File: src/rtl/uart_cfg_pkg.sv
// Shared types and helpers for the parametrised UART core.
// Optional parity support is selected with the UART_PARITY_EN macro.
package uart_cfg_pkg;

  typedef enum logic [2:0] {
    TX_IDLE,
    TX_START,
    TX_DATA,
    TX_PARITY,
    TX_STOP
  } tx_state_e;

  typedef enum logic [2:0] {
    RX_IDLE,
    RX_START,
    RX_DATA,
    RX_PARITY,
    RX_STOP
  } rx_state_e;

  // Clock cycles per oversampling tick, truncated
  function automatic int unsigned calc_div(input int unsigned clk_hz,
                                           input int unsigned baud,
                                           input int unsigned ovs);
    return clk_hz / (baud * ovs);
  endfunction

  // Width of the tick divider counter; at least one bit
  function automatic int unsigned calc_cnt_w(input int unsigned div);
    return (div > 1) ? $clog2(div) : 1;
  endfunction

  // Parity bit over up to 8 data bits (unused upper bits must be zero)
  function automatic logic parity_bit(input logic [7:0] data, input logic odd);
    return (^data) ^ odd;
  endfunction

endpackage

File: src/rtl/uart_tick_gen.sv
// Free-running oversampling tick generator shared by transmitter and receiver.
module uart_tick_gen
  import uart_cfg_pkg::*;
#(
  parameter int unsigned DIV   = 10,
  parameter int unsigned CNT_W = 4
) (
  input  logic clk_i,
  input  logic rst_i,
  output logic tick_o
);

  localparam logic [CNT_W-1:0] LAST = CNT_W'(DIV - 1);

  logic [CNT_W-1:0] cnt_q;

  // Divider counter wrapping at DIV-1
  always_ff @(posedge clk_i or posedge rst_i) begin
    if (rst_i) begin
      cnt_q <= '0;
    end else if (cnt_q == LAST) begin
      cnt_q <= '0;
    end else begin
      cnt_q <= cnt_q + 1'b1;
    end
  end

  assign tick_o = (cnt_q == LAST);

endmodule

File: src/rtl/uart_cfg_core.sv
// Parametrised full-duplex UART core (tx and rx FSMs sharing one tick).
// Define UART_PARITY_EN to add a parity bit to both directions.
module uart_cfg_core
  import uart_cfg_pkg::*;
#(
  parameter int unsigned CLK_HZ     = 100_000_000,
  parameter int unsigned BAUD       = 9600,
  parameter int unsigned OVS        = 16,
  parameter int unsigned DATA_BITS  = 8,
  parameter int unsigned STOP_BITS  = 1,
  parameter int unsigned PARITY_ODD = 0
) (
  input  logic                 clk,
  input  logic                 reset,
  input  logic                 start,
  input  logic [DATA_BITS-1:0] tx_data,
  output logic                 tx_busy,
  output logic                 tx_done,
  output logic                 tx,
  input  logic                 rx,
  output logic [DATA_BITS-1:0] rx_data,
  output logic                 rx_done,
  output logic                 frame_err,
  output logic                 parity_err
);

  localparam int unsigned DIV   = calc_div(CLK_HZ, BAUD, OVS);
  localparam int unsigned CNT_W = calc_cnt_w(DIV);
  localparam int unsigned TW    = $clog2(2 * OVS);
  localparam int unsigned BW    = $clog2(DATA_BITS);

  localparam logic [TW-1:0] BIT_END  = TW'(OVS - 1);
  localparam logic [TW-1:0] STOP_END = TW'(STOP_BITS * OVS - 1);
  localparam logic [TW-1:0] MID      = TW'(OVS / 2 - 1);
  localparam logic [BW-1:0] LAST_BIT = BW'(DATA_BITS - 1);

`ifdef UART_PARITY_EN
  localparam logic ODD = (PARITY_ODD != 0);
`endif

  logic tick;

  uart_tick_gen #(
    .DIV   (DIV),
    .CNT_W (CNT_W)
  ) u_tick (
    .clk_i  (clk),
    .rst_i  (reset),
    .tick_o (tick)
  );

  // ---------------------------------------------------------------- TX
  tx_state_e            tx_state_q;
  logic [TW-1:0]        tx_tcnt_q;
  logic [BW-1:0]        tx_bit_q;
  logic [DATA_BITS-1:0] tx_shift_q;
  logic                 tx_q;
  logic                 tx_busy_q;
  logic                 tx_done_q;
`ifdef UART_PARITY_EN
  logic                 tx_par_q;
`endif

  // Transmit FSM; line, busy and done are registered
  always_ff @(posedge clk or posedge reset) begin
    if (reset) begin
      tx_state_q <= TX_IDLE;
      tx_tcnt_q  <= '0;
      tx_bit_q   <= '0;
      tx_shift_q <= '0;
      tx_q       <= 1'b1;
      tx_busy_q  <= 1'b0;
      tx_done_q  <= 1'b0;
`ifdef UART_PARITY_EN
      tx_par_q   <= 1'b0;
`endif
    end else begin
      tx_done_q <= 1'b0;
      case (tx_state_q)
        TX_IDLE: begin
          if (start) begin
            tx_state_q <= TX_START;
            tx_q       <= 1'b0;
            tx_busy_q  <= 1'b1;
            tx_shift_q <= tx_data;
            tx_tcnt_q  <= '0;
            tx_bit_q   <= '0;
`ifdef UART_PARITY_EN
            tx_par_q   <= parity_bit(8'(tx_data), ODD);
`endif
          end
        end
        TX_START: begin
          if (tick) begin
            if (tx_tcnt_q == BIT_END) begin
              tx_tcnt_q  <= '0;
              tx_state_q <= TX_DATA;
              tx_q       <= tx_shift_q[0];
              tx_shift_q <= tx_shift_q >> 1;
            end else begin
              tx_tcnt_q <= tx_tcnt_q + 1'b1;
            end
          end
        end
        TX_DATA: begin
          if (tick) begin
            if (tx_tcnt_q == BIT_END) begin
              tx_tcnt_q <= '0;
              if (tx_bit_q == LAST_BIT) begin
`ifdef UART_PARITY_EN
                tx_state_q <= TX_PARITY;
                tx_q       <= tx_par_q;
`else
                tx_state_q <= TX_STOP;
                tx_q       <= 1'b1;
`endif
              end else begin
                tx_bit_q   <= tx_bit_q + 1'b1;
                tx_q       <= tx_shift_q[0];
                tx_shift_q <= tx_shift_q >> 1;
              end
            end else begin
              tx_tcnt_q <= tx_tcnt_q + 1'b1;
            end
          end
        end
`ifdef UART_PARITY_EN
        TX_PARITY: begin
          if (tick) begin
            if (tx_tcnt_q == BIT_END) begin
              tx_tcnt_q  <= '0;
              tx_state_q <= TX_STOP;
              tx_q       <= 1'b1;
            end else begin
              tx_tcnt_q <= tx_tcnt_q + 1'b1;
            end
          end
        end
`endif
        TX_STOP: begin
          if (tick) begin
            if (tx_tcnt_q == STOP_END) begin
              tx_tcnt_q  <= '0;
              tx_state_q <= TX_IDLE;
              tx_busy_q  <= 1'b0;
              tx_done_q  <= 1'b1;
            end else begin
              tx_tcnt_q <= tx_tcnt_q + 1'b1;
            end
          end
        end
        default: begin
          tx_state_q <= TX_IDLE;
          tx_q       <= 1'b1;
          tx_busy_q  <= 1'b0;
        end
      endcase
    end
  end

  assign tx      = tx_q;
  assign tx_busy = tx_busy_q;
  assign tx_done = tx_done_q;

  // ---------------------------------------------------------------- RX
  logic [1:0]           rx_sync_q;
  logic                 rx_s;
  rx_state_e            rx_state_q;
  logic [TW-1:0]        rx_tcnt_q;
  logic [BW-1:0]        rx_bit_q;
  logic [DATA_BITS-1:0] rx_shift_q;
  logic [DATA_BITS-1:0] rx_data_q;
  logic                 rx_done_q;
  logic                 frame_err_q;
`ifdef UART_PARITY_EN
  logic                 rx_par_q;
  logic                 parity_err_q;
`endif

  // Two-flop synchroniser, idles high so reset does not look like a start bit
  always_ff @(posedge clk or posedge reset) begin
    if (reset) begin
      rx_sync_q <= '1;
    end else begin
      rx_sync_q <= {rx_sync_q[0], rx};
    end
  end

  assign rx_s = rx_sync_q[1];

  // Receive FSM: mid-start validation, centre sampling, early exit after stop sample
  always_ff @(posedge clk or posedge reset) begin
    if (reset) begin
      rx_state_q   <= RX_IDLE;
      rx_tcnt_q    <= '0;
      rx_bit_q     <= '0;
      rx_shift_q   <= '0;
      rx_data_q    <= '0;
      rx_done_q    <= 1'b0;
      frame_err_q  <= 1'b0;
`ifdef UART_PARITY_EN
      rx_par_q     <= 1'b0;
      parity_err_q <= 1'b0;
`endif
    end else begin
      rx_done_q <= 1'b0;
      case (rx_state_q)
        RX_IDLE: begin
          if (!rx_s) begin
            rx_state_q <= RX_START;
            rx_tcnt_q  <= '0;
          end
        end
        RX_START: begin
          if (tick) begin
            if (rx_tcnt_q == MID) begin
              rx_tcnt_q <= '0;
              rx_bit_q  <= '0;
              rx_state_q <= rx_s ? RX_IDLE : RX_DATA;
            end else begin
              rx_tcnt_q <= rx_tcnt_q + 1'b1;
            end
          end
        end
        RX_DATA: begin
          if (tick) begin
            if (rx_tcnt_q == BIT_END) begin
              rx_tcnt_q  <= '0;
              rx_shift_q <= {rx_s, rx_shift_q[DATA_BITS-1:1]};
              if (rx_bit_q == LAST_BIT) begin
`ifdef UART_PARITY_EN
                rx_state_q <= RX_PARITY;
`else
                rx_state_q <= RX_STOP;
`endif
              end else begin
                rx_bit_q <= rx_bit_q + 1'b1;
              end
            end else begin
              rx_tcnt_q <= rx_tcnt_q + 1'b1;
            end
          end
        end
`ifdef UART_PARITY_EN
        RX_PARITY: begin
          if (tick) begin
            if (rx_tcnt_q == BIT_END) begin
              rx_tcnt_q  <= '0;
              rx_par_q   <= rx_s;
              rx_state_q <= RX_STOP;
            end else begin
              rx_tcnt_q <= rx_tcnt_q + 1'b1;
            end
          end
        end
`endif
        RX_STOP: begin
          if (tick) begin
            if (rx_tcnt_q == BIT_END) begin
              rx_tcnt_q    <= '0;
              rx_data_q    <= rx_shift_q;
              frame_err_q  <= ~rx_s;
`ifdef UART_PARITY_EN
              parity_err_q <= (rx_par_q != parity_bit(8'(rx_shift_q), ODD));
`endif
              rx_done_q    <= 1'b1;
              rx_state_q   <= RX_IDLE;
            end else begin
              rx_tcnt_q <= rx_tcnt_q + 1'b1;
            end
          end
        end
        default: rx_state_q <= RX_IDLE;
      endcase
    end
  end

  assign rx_data   = rx_data_q;
  assign rx_done   = rx_done_q;
  assign frame_err = frame_err_q;
`ifdef UART_PARITY_EN
  assign parity_err = parity_err_q;
`else
  assign parity_err = 1'b0;
`endif

endmodule
File: config.mk
export PLATFORM = sky130hd
export DESIGN_NAME = uart_cfg_core
export DESIGN_NICKNAME = d
export VERILOG_FILES = /design/src/rtl/uart_cfg_pkg.sv /design/src/rtl/uart_tick_gen.sv /design/src/rtl/uart_cfg_core.sv
export SDC_FILE = /design/constraint.sdc
export NUM_CORES = 1
export LEC_CHECK = 0
export ABC_AREA = 1
export CORE_UTILIZATION = 29
export CTS_BUF_LIST = sky130_fd_sc_hd__clkbuf_8
export DETAILED_ROUTE_END_ITERATION = 10
export PLACE_DENSITY_LB_ADDON = 0.08
export SYNTH_ARGS = -nofsm -noshare
export SYNTH_HDL_FRONTEND = slang
export SYNTH_SLANG_ARGS = --single-unit
File: constraint.sdc
create_clock -name clk -period 2.7 [get_ports clk]
set_clock_uncertainty 0.2 [all_clocks]
set_input_delay 0.675 -clock clk [delete_from_list [all_inputs] [get_ports clk]]
set_output_delay 0.675 -clock clk [all_outputs]
set_load 0.05 [all_outputs]
==> images/placed.png <==
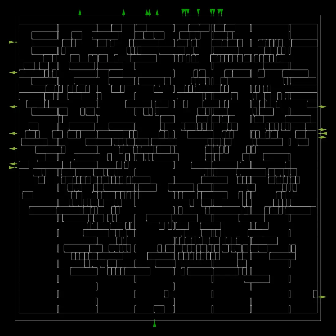
sequential cell count: 63
Layout Cells excl Fill: 577

==> images/clock_wires.png <==
Scale bar: 20 um.
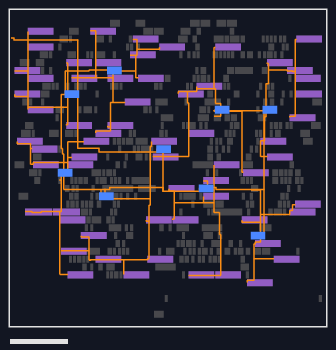
Key: blue = clock-net drivers [count 9]; purple = flip-flops [count 63]; orange = clock wires [length 1,040 um]
There are 10 routed clock nets.
Late-Pin Clk Latency: 0.35 ns
clock share of power: 0.474
Clk power: 901 uW

==> images/gates.png <==
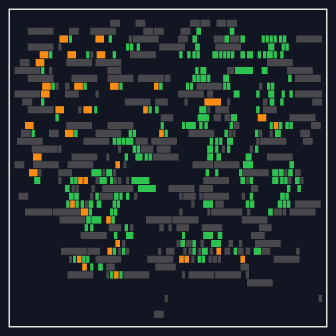
Key: green = nand cells [cells 196]; orange = aoi and oai cells [cells 37]
most frequent logic cell in the layout: nand2_1
logic share of the area: 0.389

==> images/class_map.png <==
Scale bar: 20 um.
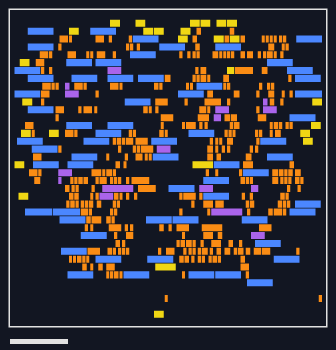
Key: purple = clock drivers and dummy loads [cells 16, share of their area 5.6%]; orange = remaining logic cells [cells 331, share of their area 45%]; yellow = remaining buffers and delay cells [cells 27, share of their area 7.6%]; blue = registers [cells 63, share of their area 42%]
fin area: 3980 um2
Final Util: 0.360

==> images/m2.png <==
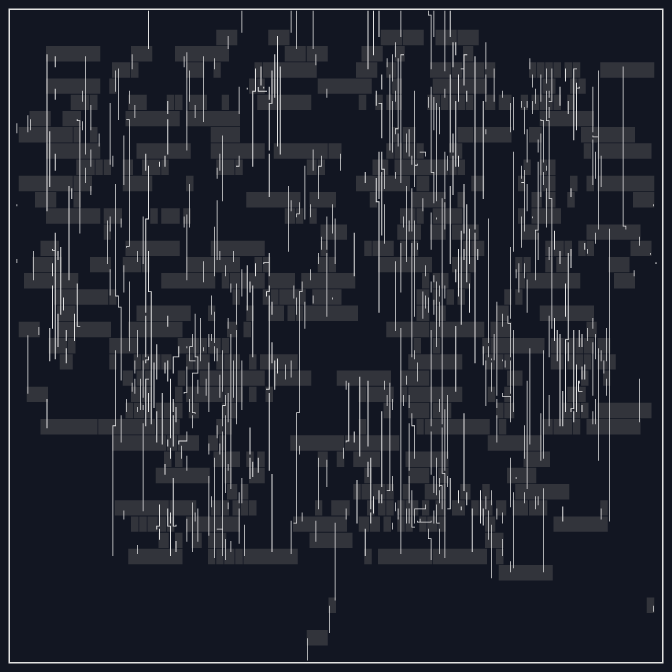
The wires run mostly vertical. 339 nets have wire on it. The layer holds 46% of the routed length.
DR vias: 2,624
routed wire length: 6.84 mm
met2 Usage GRT: 0.200

==> results.cfg <==
; synthesis and place-and-route metrics
[final_timing]
hold_viol = 0
finalWorstSetupSlack_ns = 0.159
clock.fmax_ghz = 0.394
finalClockPeriodUsage = 0.941
worst-slew-pin-transition_ns = 0.507
relSlewSlack = 0.661
final_max_slew_viol_count = 0
setup_viol = 0
fin_setup_tns_ns = 0
finalCriticalPeriod_ns = 2.54
rsz0062_at_grt = false

[grt]
grt.busiest_layer = met2
gr-usage-all-layers = 0.130
grt_pass1_vias = 2484
grt_max_degree = 31
grt_pass1_wl_mm = 11.9
antenna_found_initial = 0
grt_use_met3 = 0.0385
grt_use_met1 = 0.168
grt.overflow.total = 0

[clock_network]
cts_hold_buf = 0
cts-htree-levels = 3
tritoncts = built
cts_num_sinks = 63
clk_path_buf_depth = 2
cts.repair.resized = 0
clkTransAtPathRegs_ns = 0.07
cts_root_buffer = clkbuf_8
numCtsBuffers = 9
post-cts-setup-buffers = 0

[worst_setup_path]
slowest_stage = clkdlybuf4s50_1
cp_num_cells = 1
reg2reg_slack_ns = 0.72
r2r_cells = 9
worstPathCellList = clkdlybuf4s50_1
end_kind = primary output
max_stage_delay_ns = 0.79
critPathLaunchType = flop
cp_max_fo = 2
crit_required_ns = 1.82
crit-reg2reg-launch = u_tick.cnt_q[0]
worstReg2RegEnd = tx_shift_q[0]
crit_end = tx
crit_type = flop to primary output
critical_path.top_delay_family = buffers and inverters
worstSetupStartpoint = tx
arrival_ns = 1.67
crit_buf_inv = 1

[yosys]
ys_seq_frac = 0.473
top_area_frac = 0.449
flop_cell = dfrtp_1
synth_cell_types = 31
yosys_cells = 399
synth_flops = 63
fa_ha_area_frac = 0.0337
mux_share = 0
syn_area_per_cell_um2 = 8.37
async_reset_ff_frac = 1.00
top_cell = nand2_1
synth_nets = 420
largest_area_cell = dfrtp_1
yosys_warnings = 0
syn_area_um2 = 3340
edf_count = 0
synth_cells = 399
synthTopLogicFamily = simple AND/OR/NAND/NOR gates
yosys-top-cells-area = dfrtp_1, nand2_1, inv_1, nand3_1, o21ai_2
synth_simple_gate_area_share = 0.334
synthAoiAreaFrac = 0.0787
common_cells = nand2_1, dfrtp_1, inv_1
post_synth_xor_area_fraction = 0.0157
ys_area_um2 = 3340

[floorplanning]
dieArea_um2 = 12000
ios = 26
core_um2 = 11000
initCoreUtil = 0.303
die_h_um = 109
rows = 38
die_x_um = 109

[cells_and_area]
seq_area_um2 = 1580
logic_area_um2 = 1550
diodes = 0
area_delta_synth_final_pct = 19.0
nets = 453
layout-drive-gt1-share = 0.165
nFillCells = 1157

[run]
maxCapViolCount = 0
warnings = 27

[routing]
met2WireLength_mm = 3.17
firstDrtPassIters = 4
drc_errors = 0
dr_wl_met3_um = 199
first_iter_violations = 132
wl_met1_mm = 3.37
antenna_left = 0
vias_per_cell = 4.55
wl_per_cell_um = 11.9
top_layer_used = met4

[hold_path]
min_from = rx_sync_q[0]
hold_path_depth = 0
hold_path.class = flop to flop
min_to = rx_sync_q[1]

[power]
p_leak_uw = 0.00200
peakVddDrop_mv = 0.249
p_per_area_nw_per_um2 = 478
fin_total_pwr_uw = 1900

[status]
status = completed

[placement]
hpwl_mm = 4.82
place_congestion = 0.761
numPortBuffers = 24
pre_cts_slack_ns = 0.400
place_area_um2 = 3760
-- power by group --
| part | internal, uW | switching (uW) |
|---|---|---|
| Clock | 513 | 389 |
| Sequential | 946 | 1.22 |
| Combinational | 23.0 | 28.7 |
| Total | 1480 | 419 |
-- cells by family after synthesis --
group           Yosys count
fa+ha+maj                 9
xor+xnor                  6
compound gates           37
simple gates            232
other cells               1
buf+inv                  51
flops                    63
-- through the flow --
step | hold WS, ns | instances
floorplan | 0.145 | 399
global placement | 0.148 | 561
detailed placement | 0.147 | 561
CTS | 0.158 | 577
global route | 0.162 | 577
finish | 0.157 | 577
-- registers in the layout (all words and copies together) (netlist names), 2 cells and up --
| register | flops |
|---|---|
| rx_shift_q | 8 |
| tx_state_q | 3 |
| rx_state_q | 3 |
| tx_shift_q | 8 |
| tx_tcnt_q | 5 |
| rx_sync_q | 2 |
| rx_data | 8 |
| rx_bit_q | 3 |
| u_tick.cnt_q | 10 |
| tx_bit_q | 3 |
| rx_tcnt_q | 5 |
-- layout by cell type (no fill, tap or decap), types with 4 or more instances in the layout --
| cell type | count |
|---|---|
| nand2_1 | 129 |
| nand4_1 | 14 |
| nor2_1 | 23 |
| clkbuf_8 | 9 |
| xor2_1 | 6 |
| clkdlybuf4s50_1 | 24 |
| inv_2 | 7 |
| nor3_1 | 4 |
| inv_1 | 40 |
| nand3_2 | 7 |
| nand3b_1 | 6 |
| o21ai_2 | 15 |
| nor2_2 | 5 |
| nand2_2 | 7 |
| o21ai_0 | 13 |
| dfrtp_1 | 60 |
| ha_1 | 9 |
| nand3_1 | 29 |
-- cell type report --
type / instances / area share
timing repair buffer: 27 / 0.0724
clock buffer: 9 / 0.0312
multi-input combinational: 285 / 0.389
clock inverter: 7 / 0.0223
sequential: 63 / 0.397
tap: 140 / 0.0441
inverter: 46 / 0.0434
Power and IR drop assume default switching activity.
